File: src/rtl/float_reduce_pkg.sv
// Shared types and IEEE-754 single-precision helpers for the float reduction blocks.
package float_reduce_pkg;

  typedef enum logic [2:0] {
    ST_IDLE,
    ST_FIRST,
    ST_ACCEPT,
    ST_WAIT_CMP,
    ST_DONE
  } argmin_state_t;

  localparam logic [31:0] FP_POS_INF = 32'h7F800000;

  function automatic logic fp_is_nan(input logic [31:0] v);
    return (v[30:23] == 8'hFF) && (v[22:0] != 23'd0);
  endfunction

endpackage

File: src/rtl/float_lessthan.sv
// Two-stage pipelined IEEE-754 single-precision less-than: q = (in1 < in2).
// NaN operands compare false; -0.0 and +0.0 compare equal.
module float_lessthan
  import float_reduce_pkg::*;
(
  input  logic        clk,
  input  logic        rst,
  input  logic [31:0] in1,
  input  logic [31:0] in2,
  input  logic        in_valid,
  output logic        q,
  output logic        q_valid
);

  logic lt_d, lt_q;
  logic v1_d, v1_q;
  logic q_d, q_q;
  logic qv_d, qv_q;

  logic        sa, sb;
  logic [30:0] ma, mb;
  logic        both_zero;
  logic        any_nan;

  always_comb begin
    sa        = in1[31];
    sb        = in2[31];
    ma        = in1[30:0];
    mb        = in2[30:0];
    both_zero = (ma == 31'd0) && (mb == 31'd0);
    any_nan   = fp_is_nan(in1) || fp_is_nan(in2);
    lt_d      = 1'b0;
    if (!any_nan && !both_zero) begin
      // Sign-magnitude order: magnitude order flips for two negatives.
      if (sa && !sb)       lt_d = 1'b1;
      else if (!sa && !sb) lt_d = (ma < mb);
      else if (sa && sb)   lt_d = (ma > mb);
      else                 lt_d = 1'b0;
    end
    v1_d = in_valid;
    q_d  = lt_q;
    qv_d = v1_q;
  end

  always_ff @(posedge clk) begin
    if (rst) begin
      lt_q <= 1'b0;
      v1_q <= 1'b0;
      q_q  <= 1'b0;
      qv_q <= 1'b0;
    end else begin
      lt_q <= lt_d;
      v1_q <= v1_d;
      q_q  <= q_d;
      qv_q <= qv_d;
    end
  end

  assign q       = q_q;
  assign q_valid = qv_q;

endmodule

File: src/rtl/float_argmin_reduce.sv
// Streaming arg-min over a vector of single-precision floats, one element per comparator round trip.
//   state       | meaning
//   ST_IDLE     | waiting for start
//   ST_FIRST    | accepting element 0 as the initial minimum
//   ST_ACCEPT   | accepting the next candidate
//   ST_WAIT_CMP | candidate in flight through the comparator
//   ST_DONE     | result presented until out_ready
module float_argmin_reduce
  import float_reduce_pkg::*;
#(
  parameter int          IDX_W     = 16,
  parameter logic [31:0] EMPTY_MIN = FP_POS_INF
) (
  input  logic             clk,
  input  logic             reset,
  input  logic             start,
  input  logic [IDX_W-1:0] length,
  input  logic [31:0]      in_data,
  input  logic             in_valid,
  output logic             in_ready,
  output logic [31:0]      out_min,
  output logic [IDX_W-1:0] out_idx,
  output logic             out_valid,
  input  logic             out_ready,
  output logic             busy
);

  argmin_state_t    state_d, state_q;
  logic [IDX_W-1:0] len_d, len_q;
  logic [IDX_W-1:0] count_d, count_q;
  logic [31:0]      cur_min_d, cur_min_q;
  logic [IDX_W-1:0] cur_idx_d, cur_idx_q;
  logic [31:0]      cand_d, cand_q;
  logic [IDX_W-1:0] cand_idx_d, cand_idx_q;
  logic             cmp_valid_d, cmp_valid_q;
  logic             pending_d, pending_q;
  logic [31:0]      out_min_d, out_min_q;
  logic [IDX_W-1:0] out_idx_d, out_idx_q;
  logic             out_valid_d, out_valid_q;
  logic             in_ready_d, in_ready_q;
  logic             busy_d, busy_q;

  logic             cmp_q, cmp_q_valid;
  logic             take_cand;
  logic [31:0]      new_min;
  logic [IDX_W-1:0] new_idx;
  logic [IDX_W-1:0] next_count;
  logic             in_hs;

  float_lessthan u_lessthan (
    .clk      (clk),
    .rst      (~reset),
    .in1      (cand_q),
    .in2      (cur_min_q),
    .in_valid (cmp_valid_q),
    .q        (cmp_q),
    .q_valid  (cmp_q_valid)
  );

  always_comb begin
    state_d     = state_q;
    len_d       = len_q;
    count_d     = count_q;
    cur_min_d   = cur_min_q;
    cur_idx_d   = cur_idx_q;
    cand_d      = cand_q;
    cand_idx_d  = cand_idx_q;
    cmp_valid_d = 1'b0;
    pending_d   = pending_q;
    out_min_d   = out_min_q;
    out_idx_d   = out_idx_q;

    in_hs      = in_valid && in_ready_q;
    // A NaN running minimum yields to any real candidate; the comparator alone would never say so.
    take_cand  = cmp_q || (fp_is_nan(cur_min_q) && !fp_is_nan(cand_q));
    new_min    = take_cand ? cand_q : cur_min_q;
    new_idx    = take_cand ? cand_idx_q : cur_idx_q;
    next_count = count_q + 1'b1;

    case (state_q)
      ST_IDLE: begin
        if (start) begin
          len_d   = length;
          count_d = '0;
          if (length == '0) begin
            state_d   = ST_DONE;
            out_min_d = EMPTY_MIN;
            out_idx_d = '1;
          end else begin
            state_d = ST_FIRST;
          end
        end
      end
      ST_FIRST: begin
        if (in_hs) begin
          cur_min_d = in_data;
          cur_idx_d = '0;
          count_d   = next_count;
          if (next_count == len_q) begin
            state_d   = ST_DONE;
            out_min_d = in_data;
            out_idx_d = '0;
          end else begin
            state_d = ST_ACCEPT;
          end
        end
      end
      ST_ACCEPT: begin
        if (in_hs) begin
          cand_d      = in_data;
          cand_idx_d  = count_q;
          cmp_valid_d = 1'b1;
          pending_d   = 1'b1;
          state_d     = ST_WAIT_CMP;
        end
      end
      ST_WAIT_CMP: begin
        if (pending_q && cmp_q_valid) begin
          pending_d = 1'b0;
          cur_min_d = new_min;
          cur_idx_d = new_idx;
          count_d   = next_count;
          if (next_count == len_q) begin
            state_d   = ST_DONE;
            out_min_d = new_min;
            out_idx_d = new_idx;
          end else begin
            state_d = ST_ACCEPT;
          end
        end
      end
      ST_DONE: begin
        if (out_ready) state_d = ST_IDLE;
      end
      default: state_d = ST_IDLE;
    endcase

    in_ready_d  = (state_d == ST_FIRST) || (state_d == ST_ACCEPT);
    out_valid_d = (state_d == ST_DONE);
    busy_d      = (state_d != ST_IDLE);
  end

  always_ff @(posedge clk) begin
    if (!reset) begin
      state_q     <= ST_IDLE;
      len_q       <= '0;
      count_q     <= '0;
      cur_min_q   <= '0;
      cur_idx_q   <= '0;
      cand_q      <= '0;
      cand_idx_q  <= '0;
      cmp_valid_q <= 1'b0;
      pending_q   <= 1'b0;
      out_min_q   <= '0;
      out_idx_q   <= '0;
      out_valid_q <= 1'b0;
      in_ready_q  <= 1'b0;
      busy_q      <= 1'b0;
    end else begin
      state_q     <= state_d;
      len_q       <= len_d;
      count_q     <= count_d;
      cur_min_q   <= cur_min_d;
      cur_idx_q   <= cur_idx_d;
      cand_q      <= cand_d;
      cand_idx_q  <= cand_idx_d;
      cmp_valid_q <= cmp_valid_d;
      pending_q   <= pending_d;
      out_min_q   <= out_min_d;
      out_idx_q   <= out_idx_d;
      out_valid_q <= out_valid_d;
      in_ready_q  <= in_ready_d;
      busy_q      <= busy_d;
    end
  end

  assign in_ready  = in_ready_q;
  assign out_min   = out_min_q;
  assign out_idx   = out_idx_q;
  assign out_valid = out_valid_q;
  assign busy      = busy_q;

endmodule

File: config.mk
export PLATFORM = sky130hd
export DESIGN_NAME = float_argmin_reduce
export DESIGN_NICKNAME = d
export VERILOG_FILES = /design/src/rtl/float_reduce_pkg.sv /design/src/rtl/float_lessthan.sv /design/src/rtl/float_argmin_reduce.sv
export SDC_FILE = /design/constraint.sdc
export NUM_CORES = 1
export LEC_CHECK = 0
export CAP_MARGIN = 5
export CORE_MARGIN = 1.5
export CORE_UTILIZATION = 57
export DETAILED_ROUTE_END_ITERATION = 8
export PLACE_DENSITY = 0.87
export SYNTH_ARGS = -nofsm -noshare
export SYNTH_HDL_FRONTEND = slang
export SYNTH_SLANG_ARGS = --single-unit
export TNS_END_PERCENT = 10
File: constraint.sdc
create_clock -name clk -period 3.66 [get_ports clk]
set_input_delay 0.732 -clock clk [delete_from_list [all_inputs] [get_ports clk]]
set_output_delay 0.732 -clock clk [all_outputs]
set_load 0.01 [all_outputs]
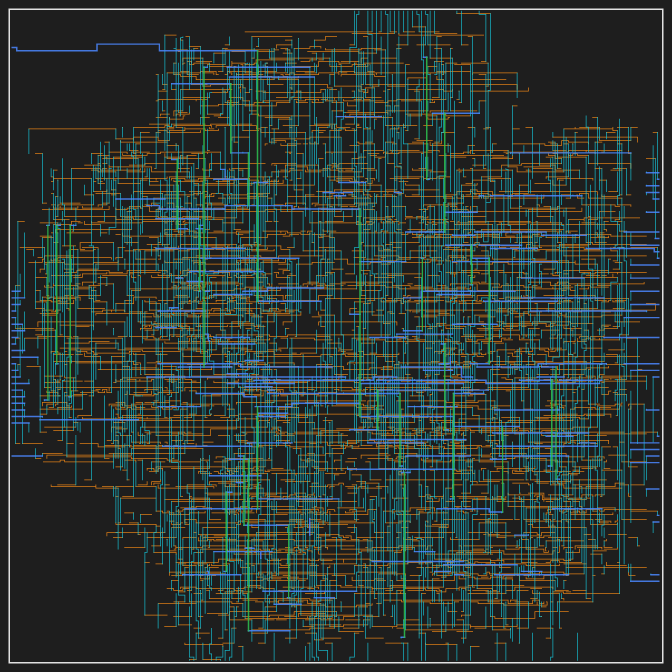
layers.png
M4: shown in green, wire length 661 um. M1: shown in orange, wire length 10700 um. M2: shown in cyan, wire length 12800 um. M3: shown in blue, wire length 1700 um.
Via Count: 9205
gr usage total: 0.286
Routed WL per cell: 17.0 um

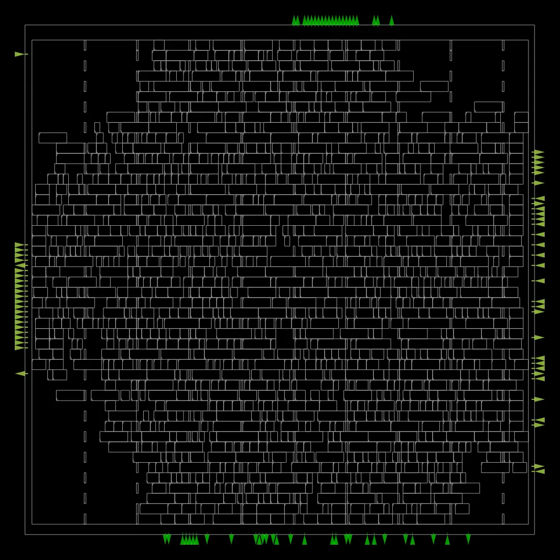
placed.png
well-tap cell count: 220
# rows: 47
Core ar.: 16800 um^2

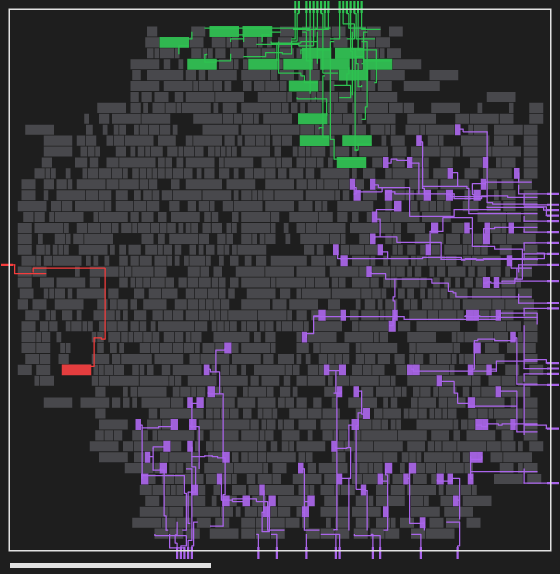
port_trees.png
The bar under the picture is 50 um long.
in_ready: shown in red, bits 1, direction output, edge left, end cells 1, buffers 1, wire 58.5 um. in_data: shown in purple, bits 32, direction input, edge 18 right, 14 bottom, end cells 96, buffers 32, wire 1470 um. out_idx: shown in green, bits 16, direction output, edge top, end cells 16, buffers 16, wire 508 um.

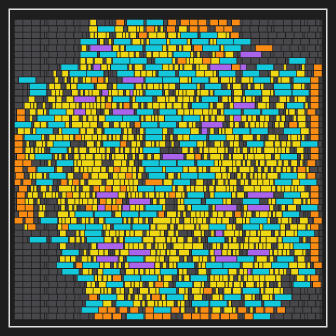
class_map.png
Fill, decap, tap and diode cells in grey.
remaining buffers and delay cells: shown in orange, cells 133. remaining logic cells: shown in yellow, cells 945. clock drivers and dummy loads: shown in purple, cells 32. registers: shown in cyan, cells 188.
utilization of the core after routing: 0.699
Finished Cell Area: 11700 um^2
fraction of area in registers: 0.322

==> flow_metrics.py <==
# Auto-generated metrics
metrics = {
    "worst_setup_path": {
        "worst_setup_path_start_kind": "flip-flop",
        "max_stage_delay_ns": 0.92,
        "worst-path-buf-inv": 1,
        "cp_max_fo": 27,
        "rrSetupSlack_ns": 0.18,
    },
    "clock_network": {
        "cts_resized": 0,
        "clk_latency_ns": 0.44,
        "cts_hold_buf": 0,
        "cts_tree": "yes",
    },
    "grt": {
        "grt-ovfl-total": 0,
        "gr-usage-met3": 0.0533,
        "antenna_found_initial": 0,
    },
    "layout": {
        "syn_to_final_growth_pct": 18.7,
        "drive_gt1_frac": 0.0562,
    },
    "pwr": {
        "power_frac_comb": 0.169,
        "clkPwrFrac": 0.384,
        "p_sw_frac": 0.275,
    },
    "run_status": {
        "outcome": "completed",
    },
    "synth": {
        "ys.flop_type": "dfxtp_1",
        "edf_count": 0,
        "yosys_warnings": 0,
    },
    "sta": {
        "fmax_mhz": 288,
    },
    "hold_path": {
        "min_path_type": "reg2reg",
    },
}
## registers in the layout, indices dropped and copies added (netlist names), 3 cells and up
register,cells
cand_q,32
cur_min_q,32
out_min,32
cand_idx_q,16
count_q,16
cur_idx_q,16
len_q,16
out_idx,16
state_q,3
## power by group through the flow
stage	Combinational (mW)	Clock, mW	Sequential (mW)
floorplan	0.513	0	2.26
global placement	0.810	0	2.27
detailed placement	0.831	0	2.28
CTS	0.838	1.93	2.23
global route	0.915	2.01	2.24
finish	0.845	1.92	2.23
## per-layer routing
metal / part of all wire / wire (um)
met5: 0 / 0
met4: 0.026 / 660
met3: 0.066 / 1700
met2: 0.49 / 12800
met1: 0.41 / 10700
## path summary, 6_finish.rpt
check	from	to	cells after the start
setup / recovery	count_q[6]	out_min[0]	9
hold / removal	cmp_valid_q	u_lessthan.qv_d	1
setup reg to reg	count_q[6]	out_min[0]	9
hold reg to reg	cmp_valid_q	u_lessthan.qv_d	1
## worst register-to-register path: stages (launching register included)
cell and delay [ns]:
dfxtp_1 0.46, nand3_1 0.22, or3_4 0.47, and2_1 0.18
o21ai_0 0.22, a311oi_2 0.16, and4_1 0.23, a21oi_4 0.92
buf_12 0.30, mux2i_1 0.24
## cells by family (layout without fill, tap and decap cells)
family | count (synthesis) | in the layout | share of synthesized area
AND/OR/NAND/NOR | 432 | 432 | 0.206
XOR/XNOR | 22 | 22 | 0.0195
adder cells (fa/ha/maj) | 32 | 32 | 0.0406
AND-OR/OR-AND | 329 | 329 | 0.209
buffers and inverters | 132 | 207 | 0.0533
multiplexers | 88 | 88 | 0.0894
flip-flops | 188 | 188 | 0.382
## synth_stat cells, drive strengths merged, types with 16 or more instances
master	count	area (um^2)
nand4	19	125
nand2	212	796
nor4	22	138
ha	32	400
a211o	24	210
clkbuf	79	297
o21ai	116	581
dfxtp	188	3760
a21oi	66	330
a21boi	69	518
nor2b	23	144
or3	37	236
a22oi	16	120
nor2	54	203
inv	42	158
mux2i	87	871
## metrics by stage
step	instances	instance area, um^2	power, mW
floorplan	1223	9860	2.78
global placement	1486	11100	3.08
detailed placement	1486	11100	3.11
CTS	1518	11700	4.99
global route	1518	11700	5.17
finish	1518	11700	5.00
## cell type report
cell class                 count  area (um^2)
clock buffer                  20          447
clock inverter                12          165
fill                        1299         5050
inverter                      42          158
multi-input combinational    903         5620
sequential                   188         3760
tap                          220          275
timing repair buffer         133         1280
Power and IR drop assume default switching activity.
